==> config.mk <==
export PLATFORM = sky130hd
export DESIGN_NAME = if_fetch_unit
export DESIGN_NICKNAME = d
export VERILOG_FILES = /design/src/rtl/cpu_pkg.sv /design/src/rtl/if_predecode.sv /design/src/rtl/if_fetch_unit.sv
export SDC_FILE = /design/constraint.sdc
export NUM_CORES = 1
export LEC_CHECK = 0
export CAP_MARGIN = 0
export CORE_MARGIN = 8
export CORE_UTILIZATION = 40
export DETAILED_ROUTE_END_ITERATION = 8
export GPL_ROUTABILITY_DRIVEN = 0
export GPL_TIMING_DRIVEN = 0
export MAX_ROUTING_LAYER = met4
export PLACE_DENSITY = 0.66
export SYNTH_ARGS = -nofsm -noshare
export SYNTH_HDL_FRONTEND = slang
export SYNTH_SLANG_ARGS = --single-unit
==> constraint.sdc <==
create_clock -name clk -period 12.6 [get_ports clk]
set_clock_uncertainty 0.1 [all_clocks]
set_input_delay 1.89 -clock clk [delete_from_list [all_inputs] [get_ports clk]]
set_output_delay 1.89 -clock clk [all_outputs]
set_load 0.1 [all_outputs]
==> src/rtl/cpu_pkg.sv <==
// Shared RV32 core definitions: fetch FSM states, opcode/NOP constants and
// the B-type immediate decoder used by the fetch stage.
package cpu_pkg;

  typedef enum logic [1:0] {
    FS_IDLE  = 2'd0,
    FS_FETCH = 2'd1,
    FS_HOLD  = 2'd2,
    FS_DRAIN = 2'd3
  } fetch_state_e;

  localparam logic [6:0]  OPC_BRANCH = 7'b1100011;
  localparam logic [31:0] INSTR_NOP  = 32'h0000_0013;

  // Sign-extended branch offset: {imm[12], imm[11], imm[10:5], imm[4:1], 0}.
  function automatic logic [31:0] b_imm(input logic [31:0] instr);
    b_imm = {{19{instr[31]}}, instr[31], instr[7], instr[30:25], instr[11:8], 1'b0};
  endfunction

endpackage

==> src/rtl/if_predecode.sv <==
// Combinational pre-decode for the static backward-taken predictor: flags a
// backward B-type branch and computes its target from the fetch PC.
module if_predecode
  import cpu_pkg::*;
(
  input  logic [31:0] i_pc,
  input  logic [31:0] i_instr,
  output logic        o_is_bwd_branch,
  output logic [31:0] o_target
);

  assign o_is_bwd_branch = (i_instr[6:0] == OPC_BRANCH) && i_instr[31];
  assign o_target        = i_pc + b_imm(i_instr);

endmodule

==> src/rtl/if_fetch_unit.sv <==
// Instruction-fetch stage: PC, imem request/wait handling, stall hold slot and
// redirect drain. Define IF_BTFN_PREDICT_EN to enable the backward-taken predictor.
module if_fetch_unit
  import cpu_pkg::*;
#(
  parameter logic [31:0] RESET_PC = 32'h0000_0000
) (
  input  logic         clk,
  input  logic         rst_i,
  input  logic         start_i,
  input  logic         stall_i,
  input  logic         mem_stall_i,
  input  logic         redirect_i,
  input  logic [31:0]  redirect_pc_i,
  output logic         imem_req_o,
  output logic [31:0]  imem_addr_o,
  input  logic         imem_ack_i,
  input  logic [31:0]  imem_rdata_i,
  output logic [31:0]  pc_o,
  output logic [31:0]  instr_o,
  output logic         valid_o,
  output logic         pred_taken_o,
  output fetch_state_e dbg_state_o
);

  // Handshake: imem_req_o/imem_addr_o stay stable from the first request cycle
  // until the cycle imem_ack_i is high; that cycle completes the request and
  // imem_rdata_i is consumed (or discarded during a drain) at the same edge.

  fetch_state_e r_state;
  logic [31:0]  r_pc;
  logic [31:0]  r_pend_pc;
  logic [31:0]  r_pend_instr;
  logic         r_pend_pred;
  logic [31:0]  r_pc_o;
  logic [31:0]  r_instr_o;
  logic         r_valid_o;
  logic         r_pred_o;

  logic         w_adv;
  logic         w_slot_free;
  logic         w_pred;
  logic [31:0]  w_pc_plus4;
  logic [31:0]  w_next_pc;

  assign w_adv       = !stall_i && !mem_stall_i;
  assign w_slot_free = !r_valid_o || w_adv;
  assign w_pc_plus4  = r_pc + 32'd4;

`ifdef IF_BTFN_PREDICT_EN
  logic [31:0] w_target;

  if_predecode u_predecode (
    .i_pc            (r_pc),
    .i_instr         (imem_rdata_i),
    .o_is_bwd_branch (w_pred),
    .o_target        (w_target)
  );

  assign w_next_pc = w_pred ? w_target : w_pc_plus4;
`else
  assign w_pred    = 1'b0;
  assign w_next_pc = w_pc_plus4;
`endif

  always_ff @(posedge clk or posedge rst_i) begin
    if (rst_i) begin
      r_state      <= FS_IDLE;
      r_pc         <= RESET_PC;
      r_pend_pc    <= '0;
      r_pend_instr <= '0;
      r_pend_pred  <= 1'b0;
      r_pc_o       <= '0;
      r_instr_o    <= '0;
      r_valid_o    <= 1'b0;
      r_pred_o     <= 1'b0;
    end else begin
      case (r_state)
        FS_IDLE: begin
          if (start_i) r_state <= FS_FETCH;
        end

        FS_FETCH: begin
          if (redirect_i) begin
            // An un-acked request is still in flight and must be drained.
            r_pc        <= redirect_pc_i;
            r_valid_o   <= 1'b0;
            r_pend_pred <= 1'b0;
            r_state     <= imem_ack_i ? FS_FETCH : FS_DRAIN;
          end else if (imem_ack_i) begin
            r_pc <= w_next_pc;
            if (w_slot_free) begin
              r_pc_o    <= r_pc;
              r_instr_o <= imem_rdata_i;
              r_valid_o <= 1'b1;
              r_pred_o  <= w_pred;
            end else begin
              r_pend_pc    <= r_pc;
              r_pend_instr <= imem_rdata_i;
              r_pend_pred  <= w_pred;
              r_state      <= FS_HOLD;
            end
          end else if (w_adv && r_valid_o) begin
            r_valid_o <= 1'b0;
          end
        end

        FS_HOLD: begin
          if (redirect_i) begin
            r_pc        <= redirect_pc_i;
            r_valid_o   <= 1'b0;
            r_pend_pred <= 1'b0;
            r_state     <= FS_FETCH;
          end else if (w_adv) begin
            r_pc_o    <= r_pend_pc;
            r_instr_o <= r_pend_instr;
            r_valid_o <= 1'b1;
            r_pred_o  <= r_pend_pred;
            r_state   <= FS_FETCH;
          end
        end

        FS_DRAIN: begin
          if (redirect_i) begin
            r_pc      <= redirect_pc_i;
            r_valid_o <= 1'b0;
          end
          if (imem_ack_i) r_state <= FS_FETCH;
        end

        default: r_state <= FS_IDLE;
      endcase
    end
  end

  assign imem_req_o   = (r_state == FS_FETCH);
  assign imem_addr_o  = r_pc;
  assign pc_o         = r_pc_o;
  assign instr_o      = r_instr_o;
  assign valid_o      = r_valid_o;
  assign pred_taken_o = r_pred_o;
  assign dbg_state_o  = r_state;

endmodule

Figure 1. Track usage over the die.
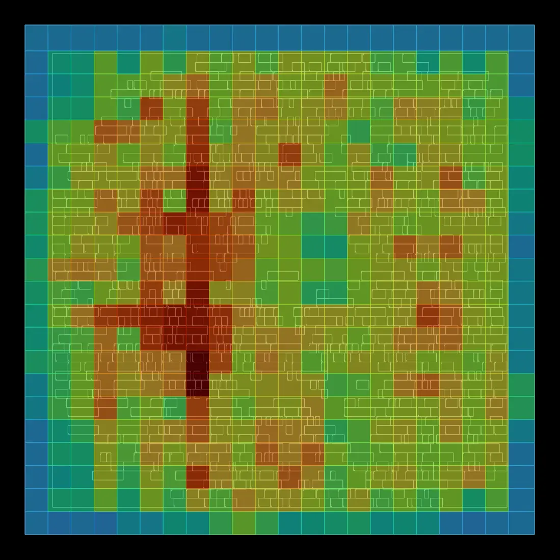
met1 usage: 26.01%
Most Crowded Layer GR: met2
Tot GR Track Use: 19.38%

Figure 2. Signal wires on met1.
Scale bar: 50 um. Supply wires on this layer in grey.
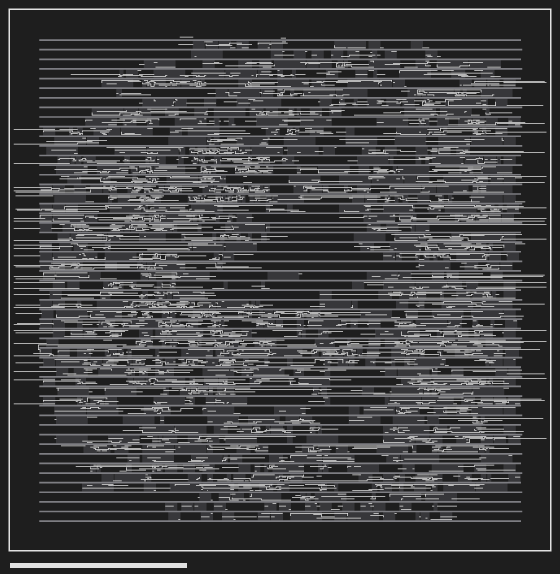
876 nets have wire on it. The layer carries 10200 um of wire. The layer holds 47% of the routed length. The wires run mostly horizontal.

Figure 3. Metal 2.
Scale bar: 50 um.
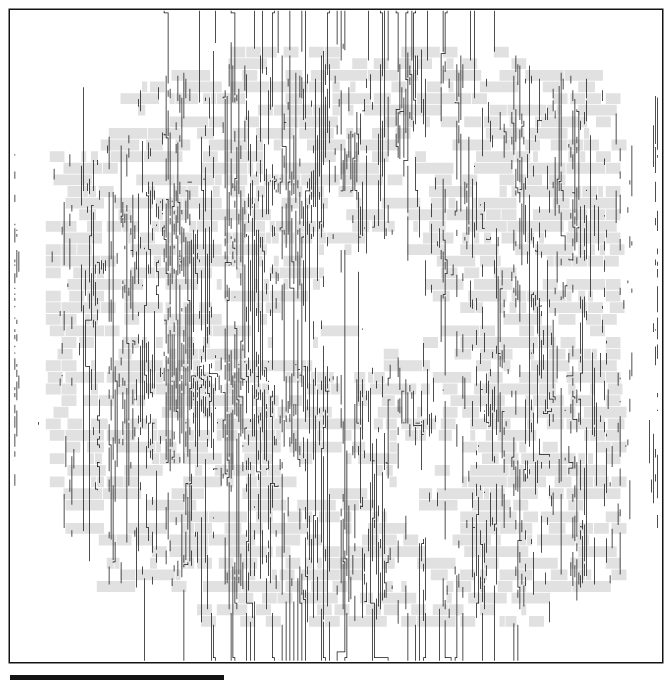
The longest straight run is 65.3 um. The layer carries 9850 um of wire. The wires run mostly vertical. 805 nets have wire on it. The layer holds 45% of the routed length.

==> flow_summary.json <==
{
  "logic_family": "multiplexers",
  "top_cell": "dfrtp_1",
  "core_um2": 18520,
  "crit_arrival_ps": 2430,
  "crit_buf_inv": 2,
  "hp-class": "flip-flop to flip-flop",
  "power_w": 0.002647,
  "seqPwrFrac_pct": 31.8,
  "final.min_clock_period_ps": 4415,
  "cts_resized": 0,
  "synth.area.mux_share_pct": 18.66,
  "io_pins": 172,
  "hpwl_um": 15180,
  "cap_violations": 0,
  "warning_count": 26,
  "wirelength_um": 21650,
  "grt_pass1_wl_um": 35130,
  "clock_buffers": 18,
  "clock_sinks": 163,
  "drcViolationCount": 0,
  "flop-count": 163,
  "via_per_inst": 5.491,
  "layout-drive-gt1-share_pct": 14.69,
  "placed_cell_area_um2": 9489,
  "inverters": 6,
  "leakage_nw": 4.448,
  "final_cell_count_no_fill": 1113,
  "netlist_area_um2": 7470,
  "p_sw_w": 0.001297,
  "tns_ps": 0,
  "worst_pin_slew_ps": 1045,
  "dieArea_um2": 23300,
  "yosys_cells": 676,
  "power_density_nw_per_um2": 262.8,
  "top_cells_by_area": "dfrtp_1, mux2_2, mux2i_1",
  "yosys.stat.seqShare_pct": 54.61,
  "ys_warn_count": 0,
  "yosys.area_share.simple_pct": 10.89,
  "async_reset_ff_share_pct": 100.0,
  "max_stage_delay_ps": 1230,
  "critPathKind": "flip-flop to output pin",
  "mostFrequentLayoutCell": "clkdlybuf4s50_1",
  "antenna_left": 0,
  "final_nets": 937,
  "r2r_start": "imem_addr_o[8]",
  "min_path_cells": 1,
  "cts_tree": "done",
  "clkLatencyLatePin_ps": 420,
  "finalCritPeriodShare_pct": 35.04,
  "regToRegSetupSlack_ps": 10140,
  "antenna_found_initial": 1,
  "path_max_fanout": 9,
  "largest_cell_class": "sequential cells",
  "combGateArea_um2": 3159,
  "p_comb_share_pct": 48.5,
  "slew_violations": 0,
  "common_cells": "dfrtp_1, a21oi_1, nor2_1",
  "die_h_um": 152.7,
  "seq_share_pct": 40.49,
  "power_leader": "combinational logic",
  "clkPwrFrac_pct": 19.7,
  "comb_area_share_pct": 31.36,
  "rr_endpoint": "imem_addr_o[25]",
  "internal-power_w": 0.001351,
  "ys_sh_adder_pct": 0.1675,
  "die_x_um": 152.7,
  "clkCellAreaFrac_pct": 5.776,
  "postCtsSetupBuffers": 0,
  "hp-start": "r_pend_pc[31]",
  "placed_cells_incl_taps": 1080,
  "layout_top_cells": "clkdlybuf4s50_1, dfrtp_1, a21oi_1",
  "status": "completed",
  "synth_cells": 676,
  "clk_pin_slew_ps": 60,
  "end_kind": "output pin",
  "drt-wirelength-per-cell_um": 19.45,
  "ys_area_um2": 7470,
  "numPortBuffers": 169,
  "grt.overflow.total": 0,
  "r2r_cells": 6,
  "grt_max_degree": 98,
  "fill_cells": 1621,
  "fp_util_pct": 40.34,
  "setup_viol": 0,
  "firstDrtPassIters": 5,
  "whs_ps": 387.2,
  "hold_viol_final": 0,
  "numCtsBuffers": 17,
  "design_area_um2": 10070,
  "syn_area_per_cell_um2": 11.05,
  "clk-power_w": 0.000521,
  "aoi_share_pct": 12.53,
  "utilization_pct": 54.40,
  "rsz0062_at_grt": "no",
  "drt-initial-drc-count": 334,
  "ys.flops": 163,
  "ys_types": 55,
  "use_met2_pct": 28.79,
  "pre_cts_ws_ps": 8332,
  "max-slew-margin-rel_pct": 30.10,
  "ys_sh_xor_pct": 0,
  "synthesis.nets": 748
}
how the worst max path moves through the flow:
stage                        start        endpoint  slack (ps)  depth (start not counted)
finish              dbg_state_o[1]      imem_req_o        8180                          3
global route        dbg_state_o[1]      imem_req_o        8040                          3
CTS                 dbg_state_o[1]      imem_req_o        8160                          3
detailed placement      imem_ack_i        pc_o[14]        8330                          7
global placement             rst_i   r_pend_pc[13]        3750                          2
floorplan                    rst_i  dbg_state_o[0]        6210                          1
flip-flops by register name (all words and copies together) (netlist names):
name / cells
valid_o: 1
r_pend_instr: 32
imem_addr_o: 32
pc_o: 32
r_pend_pc: 32
instr_o: 32
dbg_state_o: 2
metal layers:
metal / part of all wire, % / vias to the layer above
li1: - / 2830
met1: 47 / 3018
met2: 45 / 236
met3: 6.1 / 28
met4: 1.4 / 0
met5: 0 / -
